**src/rtl/adder_scheduler.sv**
```systemverilog
// adder_scheduler: round-robin arbiter sharing one pipelined full-precision adder among N_REQ requesters
// Ports:
//   clk, rst           clock, synchronous active-high reset
//   req_valid [N_REQ]  per-requester request valid
//   req_ready [N_REQ]  one-hot grant (combinational)
//   req_a, req_b       packed operands, requester i at [i*DATA_BITS +: DATA_BITS]
//   rsp_valid [N_REQ]  one-hot response strobe
//   rsp_sum            DATA_BITS+1 bit exact sum for the flagged requester
//   busy               any request outstanding
module adder_scheduler #(
   parameter int N_REQ     = 4,
   parameter int DATA_BITS = 8,
   parameter int DTYPE     = 1,
   parameter int LATENCY   = 2
) (
   input  logic                         clk,
   input  logic                         rst,
   input  logic [N_REQ-1:0]             req_valid,
   output logic [N_REQ-1:0]             req_ready,
   input  logic [N_REQ*DATA_BITS-1:0]   req_a,
   input  logic [N_REQ*DATA_BITS-1:0]   req_b,
   output logic [N_REQ-1:0]             rsp_valid,
   output logic [DATA_BITS:0]           rsp_sum,
   output logic                         busy
);
   localparam int SUM_BITS = DATA_BITS + 1;
   localparam int PW = $clog2(N_REQ);
   localparam logic SGN = (DTYPE == 1);
   logic [PW-1:0] ptr, gidx, nptr;
   logic [N_REQ-1:0] outstanding, eligible, hi, cand;
   logic [DATA_BITS-1:0] sel_a, sel_b;
   logic [SUM_BITS-1:0] sum;
   logic st_v [LATENCY];
   logic [N_REQ-1:0] st_tag [LATENCY];
   logic [SUM_BITS-1:0] st_sum [LATENCY];
   assign eligible = req_valid & ~outstanding;
   // indices at or above ptr win first; if none, wrap to the lowest eligible
   assign hi = eligible & ~((N_REQ'(1) << ptr) - N_REQ'(1));
   assign cand = (|hi) ? hi : eligible;
   // isolate lowest set bit of the candidate set
   assign req_ready = rst ? '0 : cand & (~cand + N_REQ'(1));
   always_comb begin
      gidx = '0;
      sel_a = '0;
      sel_b = '0;
      for (int i = 0; i < N_REQ; i++)
         if (req_ready[i]) begin
            gidx = PW'(i);
            sel_a = req_a[i*DATA_BITS +: DATA_BITS];
            sel_b = req_b[i*DATA_BITS +: DATA_BITS];
         end
   end
   assign nptr = (gidx == PW'(N_REQ-1)) ? '0 : gidx + PW'(1);
   assign sum = {SGN & sel_a[DATA_BITS-1], sel_a} + {SGN & sel_b[DATA_BITS-1], sel_b};
   assign rsp_valid = st_tag[LATENCY-1] & {N_REQ{st_v[LATENCY-1]}};
   assign rsp_sum = st_sum[LATENCY-1];
   assign busy = |outstanding;
   always_ff @(posedge clk) begin
      if (rst) begin
         ptr <= '0;
         outstanding <= '0;
         for (int s = 0; s < LATENCY; s++) begin
            st_v[s] <= 1'b0;
            st_tag[s] <= '0;
            st_sum[s] <= '0;
         end
      end else begin
         if (|req_ready) ptr <= nptr;
         outstanding <= (outstanding & ~rsp_valid) | req_ready;
         st_v[0] <= |req_ready;
         st_tag[0] <= req_ready;
         st_sum[0] <= sum;
         for (int s = 1; s < LATENCY; s++) begin
            st_v[s] <= st_v[s-1];
            st_tag[s] <= st_tag[s-1];
            st_sum[s] <= st_sum[s-1];
         end
      end
   end
endmodule

```
**config.mk**
```make
export PLATFORM = sky130hd
export DESIGN_NAME = adder_scheduler
export DESIGN_NICKNAME = d
export VERILOG_FILES = /design/src/rtl/adder_scheduler.sv
export SDC_FILE = /design/constraint.sdc
export NUM_CORES = 1
export LEC_CHECK = 0
export ABC_AREA = 1
export CAP_MARGIN = 20
export CORE_MARGIN = 2
export CORE_UTILIZATION = 46
export CTS_BUF_LIST = sky130_fd_sc_hd__clkbuf_8 sky130_fd_sc_hd__clkbuf_16
export DETAILED_ROUTE_END_ITERATION = 12
export GPL_TIMING_DRIVEN = 0
export PLACE_DENSITY = 0.92
export SLEW_MARGIN = 25
export SYNTH_ARGS = -nofsm -noshare
export SYNTH_HDL_FRONTEND = slang
export SYNTH_SLANG_ARGS = --single-unit
export TNS_END_PERCENT = 20
```
**constraint.sdc**
```tcl
create_clock -name clk -period 6.15 [get_ports clk]
set_input_delay 1.23 -clock clk [delete_from_list [all_inputs] [get_ports clk]]
set_output_delay 1.23 -clock clk [all_outputs]
set_load 0.01 [all_outputs]
```
**Run 1: where the registers sit**

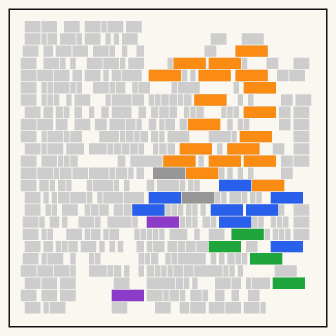
st_tag: marked blue, placed flops 8. ptr: marked purple, placed flops 2. outstanding: marked green, placed flops 4, where south-east. st_sum: marked orange, placed flops 18.
Another 2 sequential cells are not colored.
FF+latch area: 681 µm²
flop share of the area: 22.3%

**Run 1: pin map**

Pins as bars across the die edge, other pins in gray.
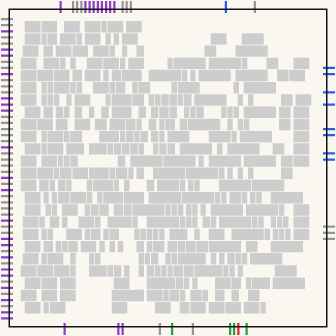
req_b: marked purple, pins 32, direction input, edge 20 west, 9 north, 3 south. rsp_sum: marked blue, pins 9, direction output, edge 8 east, 1 north. busy: marked red, pins 1, direction output, edge south. req_valid: marked green, pins 4, direction input, edge south.
die x size: 70.4 µm
DIE HEIGHT: 70.4 µm
quantity of I/O buffers inserted on ports: 87

==> results.txt, run 1 <==
Notes on the physical implementation.

- In the final layout, the multi-input gates occupy 1000 µm².
- The critical path required time is 4.92 ns, for reference.
- The area recorded from the Yosys report for this design is 2030 µm².
- The setup slack after placement is 1.56 ns, for reference.
- The standard-cell row count is 24, for reference.
- CTS built an H-tree with a depth of 2.
- Leaving out fill and tap cells, the most frequent cells in the layout are sky130_fd_sc_hd__clkdlybuf4s50_1, sky130_fd_sc_hd__nand2_1, sky130_fd_sc_hd__inv_1, sky130_fd_sc_hd__dfxtp_1, sky130_fd_sc_hd__nor2_1.
- The most frequent standard cell in the layout excluding fill and tap cells is sky130_fd_sc_hd__clkdlybuf4s50_1, for reference.
- Per the post-synthesis stats, the area per cell is 6.94 µm².
- The routed metal-1 wirelength is 2070 µm, for reference.
- OpenROAD reports that the post-layout worst path occupies 74.6% of the period.
- The layer carrying the most global-route usage is met2, for reference.
- The class of the tightest hold or removal check is register to register, for reference.
- The main area contributors are sky130_fd_sc_hd__dfxtp_1, sky130_fd_sc_hd__nand2_1, sky130_fd_sc_hd__inv_1.
- In this run, power in the clock network comes to 0.166 mW.
- The synthesized-area fraction occupied by and/or/nand/nor cells is 32.1%, for reference.
- After detailed routing, the number of remaining DRC violations is 0.
- The highest ir drop seen on vdd is 0.120 mV, for reference.
- Summed over all nets, the half-perimeter wirelength after detailed placement is 4160 µm.
- The root buffer cell is sky130_fd_sc_hd__clkbuf_8, for reference.
- The cell-mix breakdown from Yosys lists the adder-cell area share as 5.93%.
- The normalized max-slew margin is 69.6%, for reference.
- The longest individual stage delay on the worst path is 0.54 ns, for reference.
- The final layout report lists a non-clock buffer count of 103.
- The number of cells upsized or downsized after cts is 0, for reference.
- The total power divided by cell area is 304 nW/µm², for reference.
- The largest buffer count on any clock path is 2, for reference.
- After routing the design area is 3050 µm².
- The final total power is 0.928 mW, for reference.
- After clock tree synthesis, the clock-pin slew on the worst setup and hold paths is 0.06 ns.
- The via count of the first global-routing pass came to 2101.
- The wire length of the first global-routing pass is 8740 µm, for reference.
- In the final layout, the fill cell count is 372.
- Per the detailed placement report, the placed cell area equals 2960 µm².
- Per the layout area report, the combinational fraction of cell area is 32.9%.
- The async set or reset register ratio after synthesis is 0%, for reference.
- The parity-gate share of the synthesized area counting xor and xnor cells is 0%, for reference.
- The synthesized design contains 0 enable-type register cells.
- The portion of the layout cell area used by non-clock buffers is 32.7%, for reference.
- The run finished with clean final reports.
- The final cell count without fillers is 439, for reference.
- Summed over all combinational cells, the power is 0.458 mW.
- The worst-path maximum fanout is 10, for reference.
- The register with the most flip-flops in the layout has 18 of them.
- Looking at the power breakdown, sequential logic takes 32.8% of the total.
- The well tap count is 52, for reference.
- The sum of met3 wire segment lengths after detailed routing is 332 µm, for reference.
- For the final database, setup skew stands at 0.00327 ns.
- The clock group share of total power is 17.9%, for reference.
- From synthesis to final layout, the design area changed by 50.7%.
- After synthesis, the largest area contributor takes up 33.6% of total cell area.
- The maximum clock rate is 218 MHz, for reference.
- Setup repair after global routing left no endpoint under its margin.
- The first-pass iteration count of the detailed router is 4, for reference.
- The total nets after synthesis is 371, for reference.
- The post-CTS repair timing setup buffer count is 0, for reference.
- TritonCTS built the clock tree.
- STA puts the critical path data arrival time at 3.36 ns.
- The count of unique library cells instantiated by Yosys is 30, for reference.
- The number of nets in the layout is 465, for reference.
- In the final layout, clock buffers and inverters account for 2.99% of the cell area.
- After layout, the worst setup slack is 1.56 ns.
- The CTS report gives the tree buffer count as 5.
- The synthesized design spends more area on one cell type than any other, namely sky130_fd_sc_hd__dfxtp_1.
- The flip-flop and latch count after synthesis is 34, for reference.
- The topmost layer with routed signal wires is met4, for reference.
- The net switching power in the latest report is 0.343 mW.
- The post-route netlist has 10.9% of its cells at a drive strength greater than 1.
- The top register by number of flip-flops is st_sum, for reference.
- Among the non-sequential cells, simple AND/OR/NAND/NOR gates take the most area.
- The stage-log warning count is 26, for reference.
- For the final routed database, the setup TNS stands at 0 ns.
- The synthesis run shows multiplexers occupying 0% of the cell area.
- The element type at the critical path start is an input pin, for reference.
- The number of nets with antenna violations after detailed routing is 0, for reference.
- The layout contains a multi-input combinational cell count of 187.
- The group that draws the most power in this run is combinational cells.
- Sorting the synthesized cells by how often they occur yields sky130_fd_sc_hd__nand2_1, sky130_fd_sc_hd__inv_1, sky130_fd_sc_hd__dfxtp_1.
- In the final layout, the registers with the most flip-flops are st_sum: 18 flops, st_tag: 8 flops, outstanding: 4 flops.
- The count of antenna diodes in the layout is 0, for reference.
- The number of sequential cells reported for the layout is 34.
- The routed via count divided by cell count is 4.85, for reference.
- The number of DRC violations after detailed-routing iteration 0 is 60, for reference.
- The critical path capture point type is an output port, for reference.
- The most used standard cell by instance count after synthesis is sky130_fd_sc_hd__nand2_1, for reference.
- The most prevalent standard cell on the critical path is sky130_fd_sc_hd__nand2_2, for reference.
- The placer congestion estimate is 0.894, for reference.
**Run 1: routing congestion**

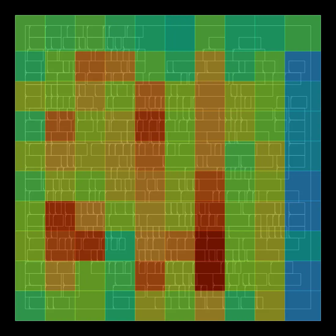
met1 layer usage reported by global route: 25.4%
utilization after layout: 71.1%
overall routing resource usage: 21.9%
met3 usage: 4.91%
GR Util met2: 37.9%

**Run 1: routed metal, one color a layer**

Only two layers are drawn.
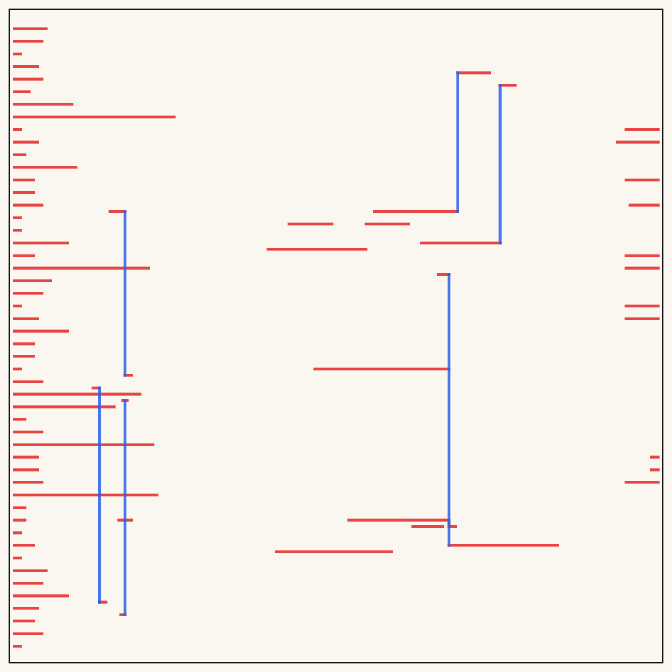
met3: marked red, wire length 333 µm. met4: marked blue, wire length 125 µm.
total wirelength of the detailed-routed design: 4960 µm
detail-routed net length per standard cell: 11.3 µm
total number of vias: 2131

## run 1: cell families after synthesis
group	after synthesis
adder cells (fa/ha/maj)	9
AND/OR/NAND/NOR	138
flip-flops	34
AND-OR/OR-AND	40
buffers and inverters	71
## run 1: worst paths after layout
path / startpoint / slack [ns] / to / depth (start not counted)
max: req_valid[0] / 1.56 / req_ready[2] / 13
min: st_sum[0][6]$_SDFF_PP0_ / 0.40 / st_sum[0][15]$_SDFF_PP0_ / 2
max reg2reg: ptr[1]$_SDFFE_PP0P_ / 3.03 / st_sum[0][6]$_SDFF_PP0_ / 21
min reg2reg: st_sum[0][6]$_SDFF_PP0_ / 0.40 / st_sum[0][15]$_SDFF_PP0_ / 2
## run 1: critical path, delay by kind of cell
family	cells	cell delay, ns
buf+inv	5	1.34
simple gates	8	0.78
**Run 1: signal wires on met3**

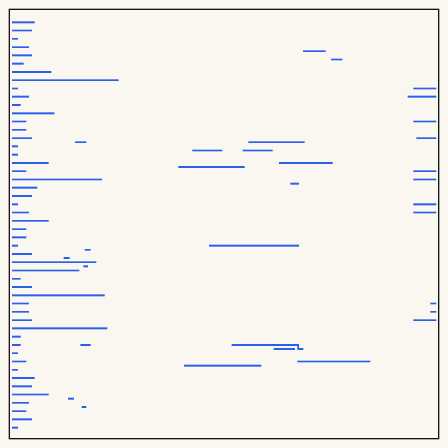

==> run 2: changes to the inputs <==
--- a/config.mk
+++ b/config.mk
@@ -8,11 +8,11 @@
 export ABC_AREA = 1
 export CAP_MARGIN = 20
 export CORE_MARGIN = 2
-export CORE_UTILIZATION = 46
+export CORE_UTILIZATION = 38
 export CTS_BUF_LIST = sky130_fd_sc_hd__clkbuf_8 sky130_fd_sc_hd__clkbuf_16
 export DETAILED_ROUTE_END_ITERATION = 12
 export GPL_TIMING_DRIVEN = 0
-export PLACE_DENSITY = 0.92
+export PLACE_DENSITY = 0.82
 export SLEW_MARGIN = 25
 export SYNTH_ARGS = -nofsm -noshare
 export SYNTH_HDL_FRONTEND = slang
==> constraint.sdc (replaced) <==
create_clock -name clk -period 4.1 [get_ports clk]
set_input_delay 0.82 -clock clk [delete_from_list [all_inputs] [get_ports clk]]
set_output_delay 0.82 -clock clk [all_outputs]
set_load 0.01 [all_outputs]
**Run 2: signal wires on met3**

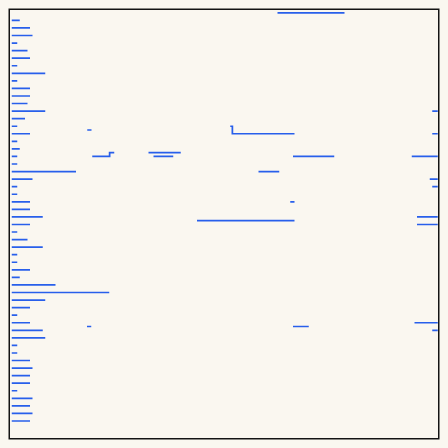
The layer carries 252 µm of wire. 69 nets have wire on it. The layer holds 5.2% of the routed length. The wires run mostly horizontal. The longest straight run is 17.2 µm.

**Run 2: where the registers sit**

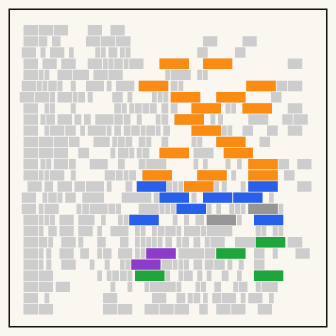
st_sum: marked orange, placed flops 18. st_tag: marked blue, placed flops 8. ptr: marked purple, placed flops 2. outstanding: marked green, placed flops 4, where south-east.
Another 2 sequential cells are not colored.
utilization after layout: 59.9%
Seq power: 0.455 mW
flop share of the area: 22.1%

==> run 2 against run 1 <==
  * Worst hold slack barely moved
  * Via count is 1.5% lower
  * Non-clock buffer count is the same
  * Worst setup slack got worse by 1.2 ns
  * Critical path depth unchanged
  * Final area rose by 0.86%
  * Die area grew 20%
  * Register-to-register slack lost 2.0 ns
  * Wire length shrank 2.9%
  * Synthesized cell count unchanged
  * Sequential share of layout area shrank 0.19 points
  * Critical endpoint unchanged
  * Highest routed layer unchanged
==> results.txt, run 2 <==
Notes on the physical implementation.

- The most prevalent standard cell on the critical path is sky130_fd_sc_hd__nand2_2, for reference.
- The worst-path maximum fanout was 10 (unchanged).
- Counting every sink on the clock net gives 34.
- The end point of the critical path is req_ready[2], for reference.
- The portion of total power attributed to sequential cells is 32.9% (about the same), for reference.
- The highest ir drop seen on vdd is 0.160 mV (+33%), for reference.
- TritonCTS built the clock tree.
- The overall track demand over capacity in global routing is 17.3% (-4.6 points), for reference.
- The number of flip-flops under the largest register name was 18 (unchanged).
- Counting only logic cells after layout, the most numerous master is sky130_fd_sc_hd__clkdlybuf4s50_1.
- Post-route period utilization is reported as 91.6%.
- The most used standard cell by instance count after synthesis is sky130_fd_sc_hd__nand2_1, for reference.
- The post-route cell area is 3080 µm² (+0.86%), for reference.
- The via count of the first global-routing pass is 2033 (-3.2%), for reference.
- The final wirelength is 4820 µm (-2.9%), for reference.
- The class of the tightest hold or removal check is register to register, for reference.
- The normalized max-slew margin is 68.1% (-1.5 points).
- The combinational fraction of design power is 49.0%, for reference.
- The endpoint identified for the worst register-to-register timing path is st_sum[0][6]$_SDFF_PP0_.
- The worst setup path is captured at an output port.
- The average instance area after synthesis came to 6.94 µm² (unchanged).
- The combinational power is 0.678 mW (+48%), for reference.
- The worst hold path stage count is 2 (unchanged), for reference.
- The first-pass iteration count of the detailed router is 4 (unchanged), for reference.
- The cell count of the worst reg-to-reg path is 21 (unchanged), for reference.
- The met1 track demand over resource was 20.7% (-4.7 points).
- The routed via count divided by cell count is 4.59 (-5.4%), for reference.
- The longest individual stage delay on the worst path is 0.54 ns (about the same), for reference.
- The flip-flop and latch count after synthesis is 34 (unchanged), for reference.
- The clock group share of total power was 18.1% (+0.2 points).
- The sum of met3 wire segment lengths after detailed routing was 251 µm (-24%).
- The count of unique library cells instantiated by Yosys came to 30 (unchanged).
- The final total power was 1.38 mW (+49%).
- The H-tree depth came to 2 (unchanged).
- The topmost layer with routed signal wires is met4, for reference.
- The net switching power came to 0.504 mW (+47%).
- The post-CTS repair timing setup buffer count came to 0 (unchanged).
- The worst path needs 3.76 ns of the cycle, external delays included.
- The placer congestion estimate is 0.852 (-4.7%), for reference.
- In the synthesized netlist, the cells that appear most often are sky130_fd_sc_hd__nand2_1, sky130_fd_sc_hd__inv_1, sky130_fd_sc_hd__dfxtp_1.
- The top register by number of flip-flops is st_sum, for reference.
- The area after detailed placement is 2980 µm² (+0.76%), for reference.
- The worst hold path begins at st_sum[0][4]$_SDFF_PP0_.
- The average wire length per cell after detail routing is 10.5 µm (-6.7%), for reference.
- The number of cells upsized or downsized after cts came to 0 (unchanged).
- The number of nets in the layout is 465 (unchanged), for reference.
- The detailed-placement wirelength estimate is 4070 µm (-2.1%), for reference.
- The flow measured a signed area growth from synthesis to layout of 52.0%.
- The post-synth tally of flip-flops with integrated enable is 0 (unchanged), for reference.
- The CTS clock-pin slew for the worst setup and hold paths was 0.06 ns (about the same).
- STA classifies the critical path startpoint as an input pin.
- The dominant power group is combinational cells, for reference.
- The number of CTS-inserted buffers is 5 (unchanged), for reference.
- The startpoint identified for the worst register-to-register timing path is ptr[1]$_SDFFE_PP0P_.
- The count of antenna diodes in the layout is 0 (unchanged), for reference.
- The height of the die is 77.0 µm (+9.5%).
- The top-area cell type share of the netlist area was 33.6% (unchanged).
- By instance count after routing, the leading logic cell types are sky130_fd_sc_hd__clkdlybuf4s50_1, sky130_fd_sc_hd__nand2_1, sky130_fd_sc_hd__inv_1, sky130_fd_sc_hd__dfxtp_1, sky130_fd_sc_hd__nor2_1.
- The final cell count without fillers is 457 (+4.1%), for reference.
- The leading area contributor after synthesis is sky130_fd_sc_hd__dfxtp_1, for reference.
- The largest buffer count on any clock path is 2 (unchanged), for reference.
- The global routing usage on met3 was 3.41% (-1.5 points).
- The stage-log warning count came to 26 (unchanged).
- The flow ran to the end, and the final reports show no timing, DRC or antenna violations.
- The async set or reset register ratio after synthesis is 0% (unchanged), for reference.
- The wire length of the first global-routing pass is 8430 µm (-3.6%), for reference.
- The registers reported with the highest flop counts are st_sum: 18 flops, st_tag: 8 flops, outstanding: 4 flops.
- The launch point of the critical path was reported as req_valid[0].
- The total nets after synthesis was 371 (unchanged).
- The number of DRC violations after detailed-routing iteration 0 is 76 (+27%), for reference.
- The minimum setup slack among reg-to-reg paths is 1.06 ns (-1.97 ns), for reference.
- The met2 layer usage reported by global route is 30.5% (-7.4 points), for reference.
- The die extent in x is 77.0 µm (+9.5%), for reference.
- The total power divided by cell area was 449 nW/µm² (+48%).
- The starting utilization of the core area is 39.4%, for reference.
- The clock skew after layout is 0.00568 ns (+0.00241 ns), for reference.
- The detailed-route DRC error count is 0 (unchanged), for reference.
- The layer carrying the most global-route usage is met2, for reference.
- The area figure in the yosys stat output came to 2030 µm² (unchanged).
- By area the synthesized netlist is led by sky130_fd_sc_hd__dfxtp_1, sky130_fd_sc_hd__nand2_1, sky130_fd_sc_hd__inv_1.
- The count of input and output buffers is 87 (unchanged), for reference.
- The final total negative setup slack is 0 ns (unchanged), for reference.
- Setup repair after global routing left no endpoint under its margin.
- The critical path required time is 3.28 ns (-1.64 ns).
## run 2: cell counts after synthesis
No cell type changed its count.
## run 2: kinds of logic (layout without fill, tap and decap cells)
group	count (synthesis)	count (layout)	synth area share [%]
compound gates	40	40	11.6
flops	34	34	33.6
buf+inv	71	166	16.8
simple gates	138	138	32.1
fa+ha+maj	9	9	5.93
## run 2: area by class of cell
type | instances | area, µm²
Inverter | 55 | 211
Timing Repair Buffer | 87 | 871
Sequential cell | 34 | 681
Tap cell | 70 | 87.6
Buffer | 16 | 129
Fill cell | 507 | 2060
Clock inverter | 2 | 12.5
Clock buffer | 6 | 82.6
Multi-Input combinational cell | 187 | 1000
## run 2: critical path, delay by kind of cell
kind	cells	cell delay [ns]
and+or+nand+nor	8	0.78
buffers and inverters	5	1.33
**Run 2: routed metal, one color a layer**

Only two layers are drawn.
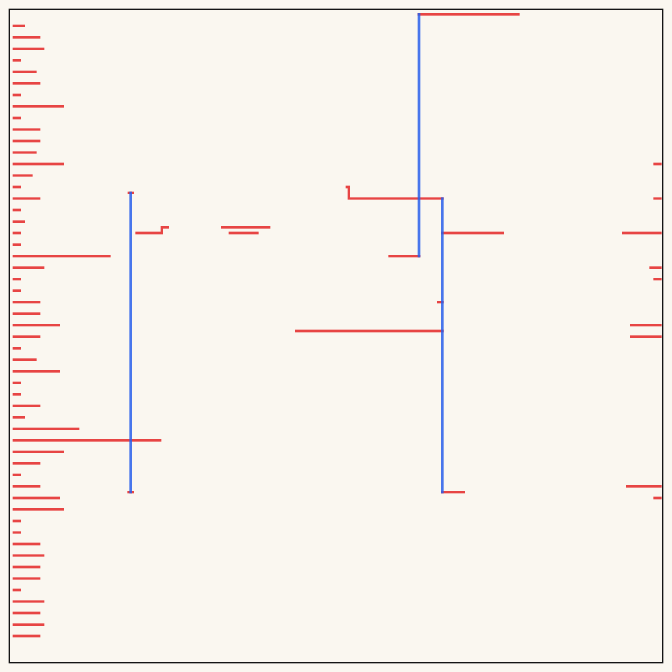

==> run 3: changes to the inputs <==
--- a/config.mk
+++ b/config.mk
@@ -7,7 +7,7 @@
 export LEC_CHECK = 0
 export ABC_AREA = 1
 export CAP_MARGIN = 20
-export CORE_MARGIN = 2
+export CORE_ASPECT_RATIO = 0.7
 export CORE_UTILIZATION = 38
 export CTS_BUF_LIST = sky130_fd_sc_hd__clkbuf_8 sky130_fd_sc_hd__clkbuf_16
 export DETAILED_ROUTE_END_ITERATION = 12
**Run 3: routed metal, one color a layer**

Only two layers are drawn.
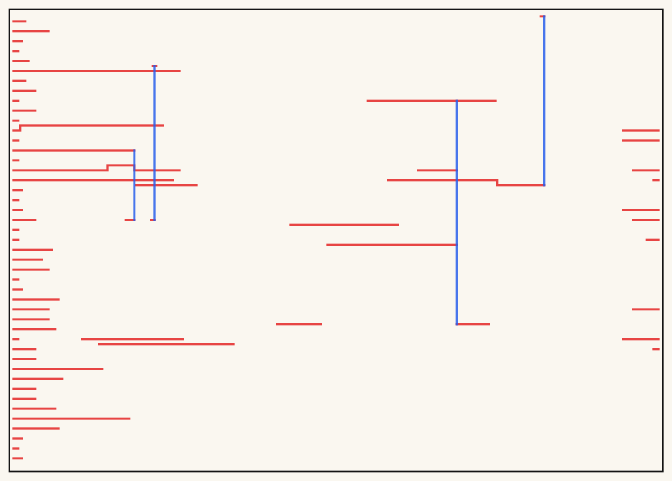
met3: marked red, wire length 397 µm. met4: marked blue, wire length 84.3 µm.
detail-routed net length per standard cell: 11.2 µm
total number of vias: 2084
total wirelength of the detailed-routed design: 5100 µm

==> run 3 against run 2 <==
  * Wire length up 5.8%
  * Sequential share of layout area is essentially flat
  * Register-to-register slack worse by 0.12 ns
  * Largest cell class unchanged
  * Largest power group unchanged
==> results.txt, run 3 <==
Notes on the physical implementation.

- The final cell count without fillers was 456 (-0.22%).
- The number of cells upsized or downsized after cts is 0 (unchanged), for reference.
- The number of flip-flops under the largest register name was 18 (unchanged).
- The routed via count divided by cell count is 4.57 (-0.50%).
- The largest buffer count on any clock path came to 2 (unchanged).
- The total nets after synthesis is 371 (unchanged), for reference.
- The critical path capture point type is a register, for reference.
- The most used standard cell by instance count after synthesis is sky130_fd_sc_hd__nand2_1, for reference.
- The leading area contributor after synthesis is sky130_fd_sc_hd__dfxtp_1, for reference.
- The count of unique library cells instantiated by Yosys was 30 (unchanged).
- The critical path depth in cells came to 24 (+11).
- The cell count of the worst reg-to-reg path is 21 (unchanged), for reference.
- Among logic cells in the layout, the one with the most instances is sky130_fd_sc_hd__clkdlybuf4s50_1.
- Per the timing report, the most critical flop-to-flop path finishes at st_sum[0][6]$_SDFF_PP0_.
- The class of the tightest hold or removal check is register to register, for reference.
- The well tap count was 69 (-1.4%).
- The top register by number of flip-flops is st_sum, for reference.
- The root buffer cell is sky130_fd_sc_hd__clkbuf_8, for reference.
- The startpoint identified for the worst hold timing path is st_sum[0][6]$_SDFF_PP0_.
- The flop count came to 34 (unchanged).
- The critical path required time is 4.31 ns (+1.03 ns).
- The post-synth tally of flip-flops with integrated enable was 0 (unchanged).
- The TritonCTS clock tree is built, for reference.
- The multi-input logic portion of the cell area is 32.7% (+0.053 points), for reference.
- The starting utilization of the core area is 41.0% (+1.6 points).
- The main logic family after synthesis is simple AND/OR/NAND/NOR gates, for reference.
- The average instance area after synthesis was 6.94 µm² (unchanged).
- The longest individual stage delay on the worst path is 0.45 ns (-0.09 ns), for reference.
- The post-CTS repair timing setup buffer count was 0 (unchanged).
- The portion of the layout cell area used by non-clock buffers was 32.5% (+0.053 points).
- The endpoint of the worst hold-timing path is st_sum[0][15]$_SDFF_PP0_, for reference.
- The minimum setup slack among reg-to-reg paths is 0.94 ns (-0.12 ns), for reference.
- The area fraction in full adders, half adders and majority gates is 5.93% (unchanged).
- The aoi/oai-family share of the synthesized area is 11.6% (unchanged), for reference.
- The die extent in x is 89.3 µm (+16%).
- The multiplexer share of the synthesized area is 0% (unchanged), for reference.
- The most common logic cells in the final layout are sky130_fd_sc_hd__clkdlybuf4s50_1, sky130_fd_sc_hd__nand2_1, sky130_fd_sc_hd__inv_1, sky130_fd_sc_hd__dfxtp_1, sky130_fd_sc_hd__nor2_1.
- In the final layout, the registers with the most flip-flops are st_sum: 18 flops, st_tag: 8 flops, outstanding: 4 flops.
- Yosys printed 0 warnings.
- The worst setup path is launched from an input pin.
- The final total negative setup slack is 0 ns (unchanged).
- The normalized max-slew margin is 67.7% (-0.40 points), for reference.
- The dominant kind of cell by area is multi-input combinational cells, for reference.
- The detailed-route DRC error count is 0 (unchanged), for reference.
- The number of filler cells placed in the layout is 454 (-10%), for reference.
- The count of mapped cells out of synthesis is 292, for reference.
- The synthesized-area fraction occupied by and/or/nand/nor cells is 32.1% (unchanged).
- The CTS clock-pin slew for the worst setup and hold paths was 0.06 ns (about the same).
- The flow ran to the end, and the final reports show no timing, DRC or antenna violations.
- The height of the die was 63.1 µm (-18%).
- The total power divided by cell area is 452 nW/µm² (+0.59%), for reference.
- The top-area cell type share of the netlist area is 33.6% (unchanged), for reference.
- For reference, the top cells by area after synthesis are sky130_fd_sc_hd__dfxtp_1, sky130_fd_sc_hd__nand2_1, sky130_fd_sc_hd__inv_1.
- The count of input and output buffers came to 87 (unchanged).
- The pin closest to its max-slew limit shows a slew of 0.485 ns.
- OpenSTA lists the critical path startpoint as req_valid[0].
- The first-pass iteration count of the detailed router is 4 (unchanged).
- The area taken by flip-flops and latches is 681 µm² (unchanged).
- The number of clock buffer instances in the layout is 6 (unchanged), for reference.
- The placer congestion estimate is 0.836 (-1.9%), for reference.
- The worst-path maximum fanout was 10 (unchanged).
- The startpoint of the lowest-slack register-to-register path is ptr[1]$_SDFFE_PP0P_, for reference.
- The H-tree depth was 2 (unchanged).
- Setup repair after global routing left no endpoint under its margin.
- The flip-flop and latch count after synthesis is 34 (unchanged), for reference.
- The sink count of the clock tree was 34 (unchanged).
- The area figure in the yosys stat output came to 2030 µm² (unchanged).
- The worst hold path stage count was 2 (unchanged).
- The detailed-placement wirelength estimate was 4330 µm (+6.2%).
- The highest ir drop seen on vdd was 0.151 mV (-5.5%).
- By count the netlist is led by sky130_fd_sc_hd__nand2_1, sky130_fd_sc_hd__inv_1, sky130_fd_sc_hd__dfxtp_1.
- The sum of buffers and inverters on the critical path is 5 (unchanged), for reference.
- The clock-cell share of area was 2.97% (-0.12 points).
- The clock period minus worst slack came to 3.81 ns (+0.0567 ns).
- The family of cells with the greatest summed delay on the critical path is simple AND/OR/NAND/NOR gates, for reference.
- The final total power is 1.39 mW (+0.43%), for reference.
- The non-clock buffer instance count of the final layout is 103 (unchanged), for reference.
- The layout multi-input combinational cell count came to 187 (unchanged).
- The parity-gate share of the synthesized area counting xor and xnor cells came to 0% (unchanged).
- The end point of the critical path is st_sum[0][6]$_SDFF_PP0_, for reference.
- The number of nets in the layout is 465 (unchanged), for reference.
- The combined area of the multi-input logic cells was 1000 µm² (unchanged).
- The wire length of the first global-routing pass is 8250 µm (-2.1%), for reference.
- The via count of the first global-routing pass was 1879 (-7.6%).
**Run 3: routing congestion**

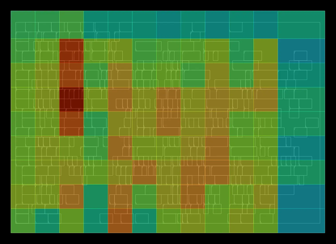
met1 layer usage reported by global route: 24.9%
overall routing resource usage: 19.0%
Most Used Layer, Global Route: met2
met3 usage: 5.64%
GR Util met2: 29.9%

## run 3: power by group
group	internal (mW)	total [mW]	switching [mW]
Combinational	0.319	0.691	0.372
Clock	0.133	0.241	0.108
Sequential	0.425	0.457	0.0319
## run 3: per-stage QoR
| step | utilization, % | area [µm²] | hold slack, ns | setup WS (ns) |
|---|---|---|---|---|
| after CTS | 62.2 | 3070 | 0.401 | 0.304 |
| after global placement | 60.4 | 2980 | 0.390 | 0.136 |
| after floorplan | - | 2030 | 0.388 | 0.898 |
| final | 62.2 | 3070 | 0.401 | 0.286 |
| after detailed placement | 60.4 | 2980 | 0.392 | 0.0286 |
| after global routing | 62.2 | 3070 | 0.413 | 0.0427 |
## run 3: layer usage
metal,global-route usage [%],routed length (µm)
met2,29.9,2250
met1,24.9,2370
met5,0,0
met4,5.95,84
met3,5.64,396
Power is estimated from default activity; no workload was simulated.
